## config.mk

```make
export PLATFORM = sky130hd
export DESIGN_NAME = acc_exec_unit_flat
export DESIGN_NICKNAME = d
export VERILOG_FILES = /design/src/rtl/acc_exec_pkg.sv /design/src/rtl/acc_exec_if.sv /design/src/rtl/acc_exec_unit_alu.sv /design/src/rtl/acc_exec_unit.sv /design/src/flat_wrapper.sv
export SDC_FILE = /design/constraint.sdc
export NUM_CORES = 1
export LEC_CHECK = 0
export CORE_MARGIN = 2
export CORE_UTILIZATION = 30
export DETAILED_ROUTE_END_ITERATION = 8
export PLACE_DENSITY_LB_ADDON = 0.1
export SLEW_MARGIN = 15
export SYNTH_ARGS = -nofsm -noshare
export SYNTH_HDL_FRONTEND = slang
export SYNTH_HIERARCHICAL = 1
export SYNTH_SLANG_ARGS = --single-unit
```

## constraint.sdc

```tcl
create_clock -name clk -period 5.2 [get_ports clk]
set_input_delay 1.04 -clock clk [delete_from_list [all_inputs] [get_ports clk]]
set_output_delay 1.04 -clock clk [all_outputs]
set_load 0.05 [all_outputs]
```

## src/rtl/acc_exec_pkg.sv

```systemverilog
// acc_exec_pkg: opcodes, reset value and FSM state type for the accumulator execute stage
package acc_exec_pkg;
    localparam logic [2:0] OP_NOP  = 3'd0;
    localparam logic [2:0] OP_LDA  = 3'd1;
    localparam logic [2:0] OP_LDB  = 3'd2;
    localparam logic [2:0] OP_ADD  = 3'd3;
    localparam logic [2:0] OP_SUB  = 3'd4;
    localparam logic [2:0] OP_CMP  = 3'd5;
    localparam logic [2:0] OP_ADDI = 3'd6;
    localparam logic [2:0] OP_OUT  = 3'd7;
    localparam logic [7:0] ACC_RESET = 8'h00;
    typedef enum logic [1:0] {IDLE, EXEC, EMIT} state_e;
endpackage

```

## src/rtl/acc_exec_if.sv

```systemverilog
// acc_exec_if: command and output valid/ready ports of the execute stage
interface acc_exec_if;
    logic       cmd_valid;
    logic       cmd_ready;
    logic [2:0] cmd_op;
    logic [7:0] cmd_data;
    logic       out_valid;
    logic       out_ready;
    logic [7:0] out_data;
    modport master (output cmd_valid, cmd_op, cmd_data, out_ready,
                    input  cmd_ready, out_valid, out_data);
    modport slave  (input  cmd_valid, cmd_op, cmd_data, out_ready,
                    output cmd_ready, out_valid, out_data);
endinterface

```

## src/rtl/acc_exec_unit_alu.sv

```systemverilog
// ALU: 8-bit add/subtract; in subtract mode Cout reports borrow rather than carry
module ALU (
    input  logic [7:0] A,
    input  logic [7:0] B,
    input  logic       sub,
    output logic [7:0] Sum,
    output logic       Cout,
    output logic       Ovf,
    output logic       ZERO
);
    logic [7:0] b_x;
    logic       c8;
    assign b_x = B ^ {8{sub}};
    assign {c8, Sum} = {1'b0, A} + {1'b0, b_x} + {8'b0, sub};
    assign Cout = c8 ^ sub;
    assign Ovf  = (A[7] == b_x[7]) && (Sum[7] != A[7]);
    assign ZERO = Sum == 8'h00;
endmodule

```

## src/rtl/acc_exec_unit.sv

```systemverilog
// acc_exec_unit: command FSM holding accumulator, B register and C/V/Z flags around the ALU
module acc_exec_unit
    import acc_exec_pkg::*;
(
    input  logic       clk,
    input  logic       rst,
    acc_exec_if.slave  bus,
    output logic [7:0] acc,
    output logic       flag_c,
    output logic       flag_v,
    output logic       flag_z,
    output logic       busy
);
    state_e     state_q;
    logic [2:0] op_q;
    logic [7:0] data_q, acc_q, breg_q, out_data_q;
    logic       c_q, v_q, z_q, out_valid_q;
    logic [7:0] sum;
    logic       cout, ovf, zero;

    ALU u_alu (
        .A    (acc_q),
        .B    (op_q == OP_ADDI ? data_q : breg_q),
        .sub  (op_q == OP_SUB || op_q == OP_CMP),
        .Sum  (sum),
        .Cout (cout),
        .Ovf  (ovf),
        .ZERO (zero)
    );

    assign bus.cmd_ready = state_q == IDLE && !rst;
    assign bus.out_valid = out_valid_q;
    assign bus.out_data  = out_data_q;
    assign acc    = acc_q;
    assign flag_c = c_q;
    assign flag_v = v_q;
    assign flag_z = z_q;
    assign busy   = state_q != IDLE;

    always_ff @(posedge clk) begin
        if (rst) begin
            state_q     <= IDLE;
            op_q        <= OP_NOP;
            data_q      <= 8'h00;
            acc_q       <= ACC_RESET;
            breg_q      <= 8'h00;
            c_q         <= 1'b0;
            v_q         <= 1'b0;
            z_q         <= 1'b0;
            out_data_q  <= 8'h00;
            out_valid_q <= 1'b0;
        end else begin
            case (state_q)
                IDLE: if (bus.cmd_valid) begin
                    op_q   <= bus.cmd_op;
                    data_q <= bus.cmd_data;
                    if (bus.cmd_op == OP_OUT) begin
                        out_data_q  <= acc_q;
                        out_valid_q <= 1'b1;
                        state_q     <= EMIT;
                    end else if (bus.cmd_op != OP_NOP) begin
                        state_q <= EXEC;
                    end
                end
                EXEC: begin
                    state_q <= IDLE;
                    case (op_q)
                        OP_LDA: begin
                            acc_q <= data_q;
                            z_q   <= data_q == 8'h00;
                        end
                        OP_LDB: breg_q <= data_q;
                        OP_ADD, OP_SUB, OP_ADDI: begin
                            acc_q <= sum;
                            c_q   <= cout;
                            v_q   <= ovf;
                            z_q   <= zero;
                        end
                        OP_CMP: begin
                            c_q <= cout;
                            v_q <= ovf;
                            z_q <= zero;
                        end
                        default: ;
                    endcase
                end
                EMIT: if (bus.out_ready) begin
                    out_valid_q <= 1'b0;
                    state_q     <= IDLE;
                end
                default: state_q <= IDLE;
            endcase
        end
    end
endmodule

```

## src/flat_wrapper.sv

```systemverilog
// flat-port wrapper written by rule: the top's interface ports become plain ports
module acc_exec_unit_flat import acc_exec_pkg::*;
  (clk, rst, acc, flag_c, flag_v, flag_z, busy, bus_cmd_valid, bus_cmd_op, bus_cmd_data, bus_out_ready, bus_cmd_ready, bus_out_valid, bus_out_data);
  acc_exec_if bus_i ();
  input  logic clk;
  input  logic rst;
  output logic [7:0] acc;
  output logic flag_c;
  output logic flag_v;
  output logic flag_z;
  output logic busy;
  input wire logic [$bits(bus_i.cmd_valid)-1:0] bus_cmd_valid;
  input wire logic [$bits(bus_i.cmd_op)-1:0] bus_cmd_op;
  input wire logic [$bits(bus_i.cmd_data)-1:0] bus_cmd_data;
  input wire logic [$bits(bus_i.out_ready)-1:0] bus_out_ready;
  output wire logic [$bits(bus_i.cmd_ready)-1:0] bus_cmd_ready;
  output wire logic [$bits(bus_i.out_valid)-1:0] bus_out_valid;
  output wire logic [$bits(bus_i.out_data)-1:0] bus_out_data;
  assign bus_i.cmd_valid = bus_cmd_valid;
  assign bus_i.cmd_op = bus_cmd_op;
  assign bus_i.cmd_data = bus_cmd_data;
  assign bus_i.out_ready = bus_out_ready;
  assign bus_cmd_ready = bus_i.cmd_ready;
  assign bus_out_valid = bus_i.out_valid;
  assign bus_out_data = bus_i.out_data;
  acc_exec_unit u_core (.clk(clk), .rst(rst), .bus(bus_i), .acc(acc), .flag_c(flag_c), .flag_v(flag_v), .flag_z(flag_z), .busy(busy));
endmodule
```

### Clock nets, run 1

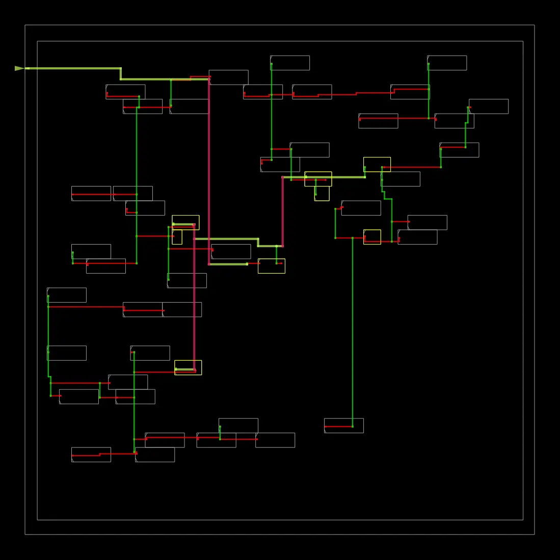
CLK BUF: 5
P_clk: 223 µW

### Sizing map, run 1

Bar = 20 µm.
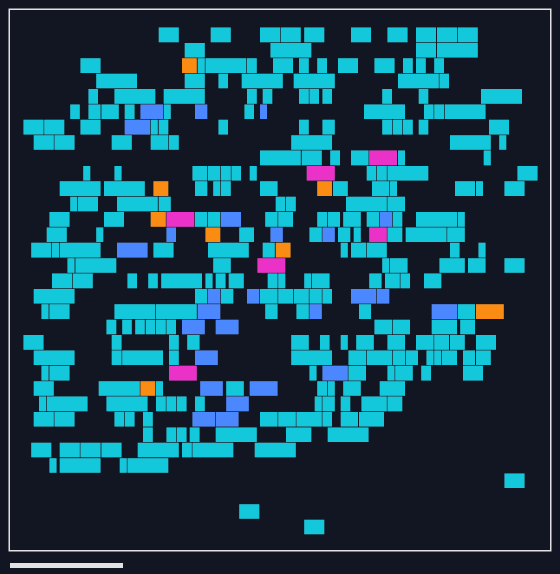
- x6 and larger: magenta (cells 6)
- x3 and x4: orange (cells 8)
- x2: blue (cells 26)
- x1 and smaller: cyan (cells 283)

### Wiring by layer, run 1

Bar = 20 µm.
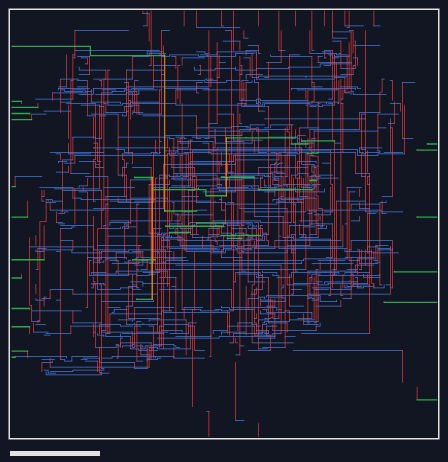
- M1: blue (wire length 3550 µm)
- M2: red (wire length 3210 µm)
- M3: green (wire length 237 µm)
- M4: orange (wire length 74.8 µm)

==> flow_summary.ini, run 1 <==
; yosys + openroad results
[outcome]
status = completed

[power]
leakage_uw = 0.00121
total_power_uw = 709

[synth]
synthXorXnorAreaFrac_pct = 5.58
top_cell = dfxtp_1
ys_warn_count = 6
synth_cells = 294
ys_sh_aoi_pct = 20.0
ff_type = dfxtp_1
syn-num-nets = 318
syn_area_mm2 = 0.00251
async_reset_ff_share_pct = 0
yosysSeqAreaShare_pct = 32.7
synth-edff-count = 0
yosys-top-cells-area = dfxtp_1 33%, a21oi_1 6.0%, mux2i_1 5.2%
ys_sh_adder_pct = 4.78

[setup_path]
cp_top_family = simple AND/OR/NAND/NOR gates
cp-end-kind = register
start_kind = register
worstRegToRegCells = 13
worstPathCellList = inv_1 -> or2_1 -> mux2_2 -> mux2i_2 -> inv_1 -> fa_1 -> xor2_1 -> or3_1 -> or3_1 -> nor4_2 -> nand2_1 -> and3_1 -> a311oi_1
path_buffers = 2
critical_path.slowest_cell = mux2_2
r2r_slack_ns = 1.55
reg2reg_to = u_core/flag_z
required_ns = 5.42
crit_type = reg -> reg

[grt]
grt_usage_pct = 16.4
grt_pass1_wl_um = 11400
antenna_found_initial = 0
grt_max_degree = 33

[layout]
clk_share_pct = 2.97
buffer_area_share_pct = 13.4
fillers = 857
logic_area_mm2 = 0.00156
area_delta_synth_final_pct = 20.6
nonClockInverterCount = 6
nets = 346
antenna_cells = 0
sh_seq_area_pct = 27.1
dominant_cells = combinational gates

[sta]
fmax_ghz = 0.274
worstMarginPinSlew_ns = 1.06
drv_slew = 0
setup_ws_ns = 1.55
tns_ns = 0
skew_ns = 0.00392
slew_headroom_pct = 29.2
post-route-period-util_pct = 70.2
setup_viol_count_final = 0
min_period_ns = 3.65
rsz0062_at_grt = no

[clocking]
cts_setup_buffers = 0
clkTransAtPathRegs_ns = 0.09
cts_tree = done
cts_htree_levels = 2
ctsLongestPathBuffers = 2
clk_latency_ns = 0.30
hold_buffers = 0

[drt]
wl_um = 7070
drc_errors = 0
drt_first_pass_iters = 4
dr.first_iter.drc_count = 166

[die]
fp.dieW_um = 95.5
die_area_mm2 = 0.00912
placementRows = 33
die_h_um = 95.5

[place]
dp_hpwl_um = 5190
port_buffers = 36

[hold_path]
hold_path.class = reg -> reg
holdPathEnd = u_core/flag_v
hold_depth = 2
## run 1: through the flow
stage                     area, µm²  utilization [%]
final                          3030             37.1
after floorplan                2510                -
after CTS                      3030             37.1
after global routing           3030             37.1
after global placement         2940             36.0
after detailed placement       2940             36.0
## run 1: routing by layer
metal / track usage [%] / vias to the layer above / wire length (µm)
met3: 2.69 / 7 / 236
met2: 25.2 / 49 / 3210
met4: 3.93 / 0 / 74
li1: - / 1129 / -
met1: 23.8 / 1086 / 3550
met5: 0 / - / 0
## run 1: power breakdown
group          internal, µW  total, µW  leakage [µW]  switching [µW]
Sequential              323        336      0.000333            13.9
Clock                  95.4        223     0.0000445             127
Combinational          63.3        149      0.000830            86.2
Total                   481        709       0.00121             227
==> inputs of run 2 (changes only) <==
- clock period: 5.2 -> 3.1 ns (I/O delays scaled with it)
### Sizing map, run 2

Bar = 20 µm.
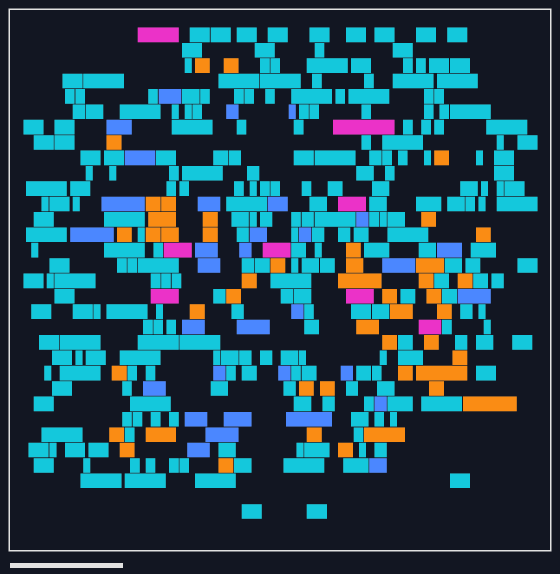
- x1 and smaller: cyan (cells 267)
- x6 and larger: magenta (cells 8)
- x3 and x4: orange (cells 46)
- x2: blue (cells 32)

### Wiring by layer, run 2

Bar = 20 µm.
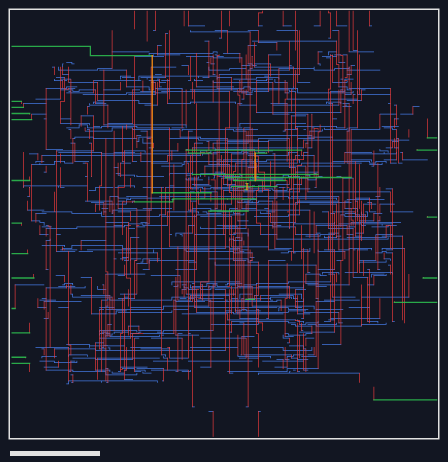
- M2: red (wire length 3300 µm)
- M1: blue (wire length 3640 µm)
- M4: orange (wire length 38.1 µm)
- M3: green (wire length 270 µm)

### Wires at chosen ports, followed through buffers, run 2

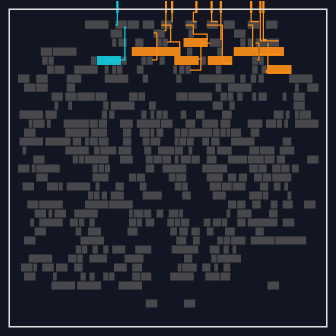
- bus_out_data: orange (direction output; edge top; end cells 8; buffers 8; wire 169 µm)
- bus_out_ready: cyan (direction input; edge top; end cells 2; buffers 1; wire 21.0 µm)

==> flow_summary.ini, run 2 <==
; yosys + openroad results
[outcome]
status = complete, but fails checks
violations = negative setup slack

[setup_path]
path_buffers = 1
worstPathCellList = nand2b_4 -> or2_4 -> mux2_2 -> mux2i_2 -> inv_1 -> fa_2 -> xor2_1 -> or3_1 -> or3_4 -> nor4_4 -> nand2_1 -> and3_1 -> a311oi_1
worstRegToRegCells = 13
r2r_slack_ns = -0.20
cp-end-kind = register
critical_path.slowest_cell = fa_2
reg2reg_to = u_core/flag_z

[drt]
highest_layer = met4
wl_um = 7250
dr.first_iter.drc_count = 187
wl_met1_um = 3640
route.met3.wl_um = 269
drc_errors = 0
drt_first_pass_iters = 4

[layout]
nonClockInverterCount = 6
clk_share_pct = 3.27
nClkBuffers = 6
buffer_area_share_pct = 18.9
logic_area_mm2 = 0.00168
design_area_mm2 = 0.00341
area_delta_synth_final_pct = 35.7
sh_seq_area_pct = 24.2
antenna_cells = 0
fillers = 857
final_util_pct = 41.7
nets = 376

[grt]
grt_pass1_wl_um = 11500
met2_usage_pct = 24.4
busiest_layer = met1
grt_use_met3_pct = 2.69
grt_usage_pct = 16.2
grt_util_met1_pct = 24.5
antenna_found_initial = 0

[sta]
setup_ws_ns = -0.200
slew_headroom_pct = 47.2
drv_slew = 0
skew_ns = 0.00687
setup_viol_count_final = 1
worstMarginPinSlew_ns = 0.791
tns_ns = -0.200

[hold_path]
hold_depth = 2
hold_path.class = reg -> reg

[power]
p_comb_uw = 314
power_leader = sequential cells
pwr-share-comb_pct = 23.9
swShare_pct = 29.2
pg_clk_uw = 441
internal_power_uw = 930
p_switching_uw = 383
power_frac_seq_pct = 42.6
pg_seq_uw = 559
pwr-share-clk_pct = 33.5

[synth]
yosys-top-cells-area = dfxtp_1 33%, a21oi_1 6.0%, mux2i_1 5.2%
async_reset_ff_share_pct = 0
ys_warn_count = 6
synth_cells = 294
synth-edff-count = 0

[clocking]
cts_htree_levels = 2
hold_buffers = 0
clk_latency_ns = 0.29
cts_tree = done

[die]
placementRows = 33
die_h_um = 95.5

[place]
dp_hpwl_um = 5270
port_buffers = 36
[run 2: how the worst min path moves through the flow]
stage | startpoint | to
6_report | u_core/flag_v | u_core/flag_v
5_1_grt | u_core/flag_v | u_core/flag_v
4_1_cts | u_core/flag_v | u_core/flag_v
3_5_place_dp | u_core/flag_v | u_core/flag_v
3_3_place_gp | u_core/flag_c | u_core/flag_c
2_1_floorplan | u_core/breg_q[4] | u_core/breg_q[4]
[run 2: cell families (layout without fill, tap and decap cells)]
family                   after synthesis  after routing  share of synthesized area (%)
AND-OR/OR-AND                         80             80                           20.0
AND/OR/NAND/NOR                       98             98                           21.8
XOR/XNOR                              16             16                           5.58
flip-flops                            41             41                           32.7
multiplexers                          23             23                           9.76
buffers and inverters                 27             86                           5.43
adder cells (fa/ha/maj)                9              9                           4.78
Power and IR drop assume default switching activity.
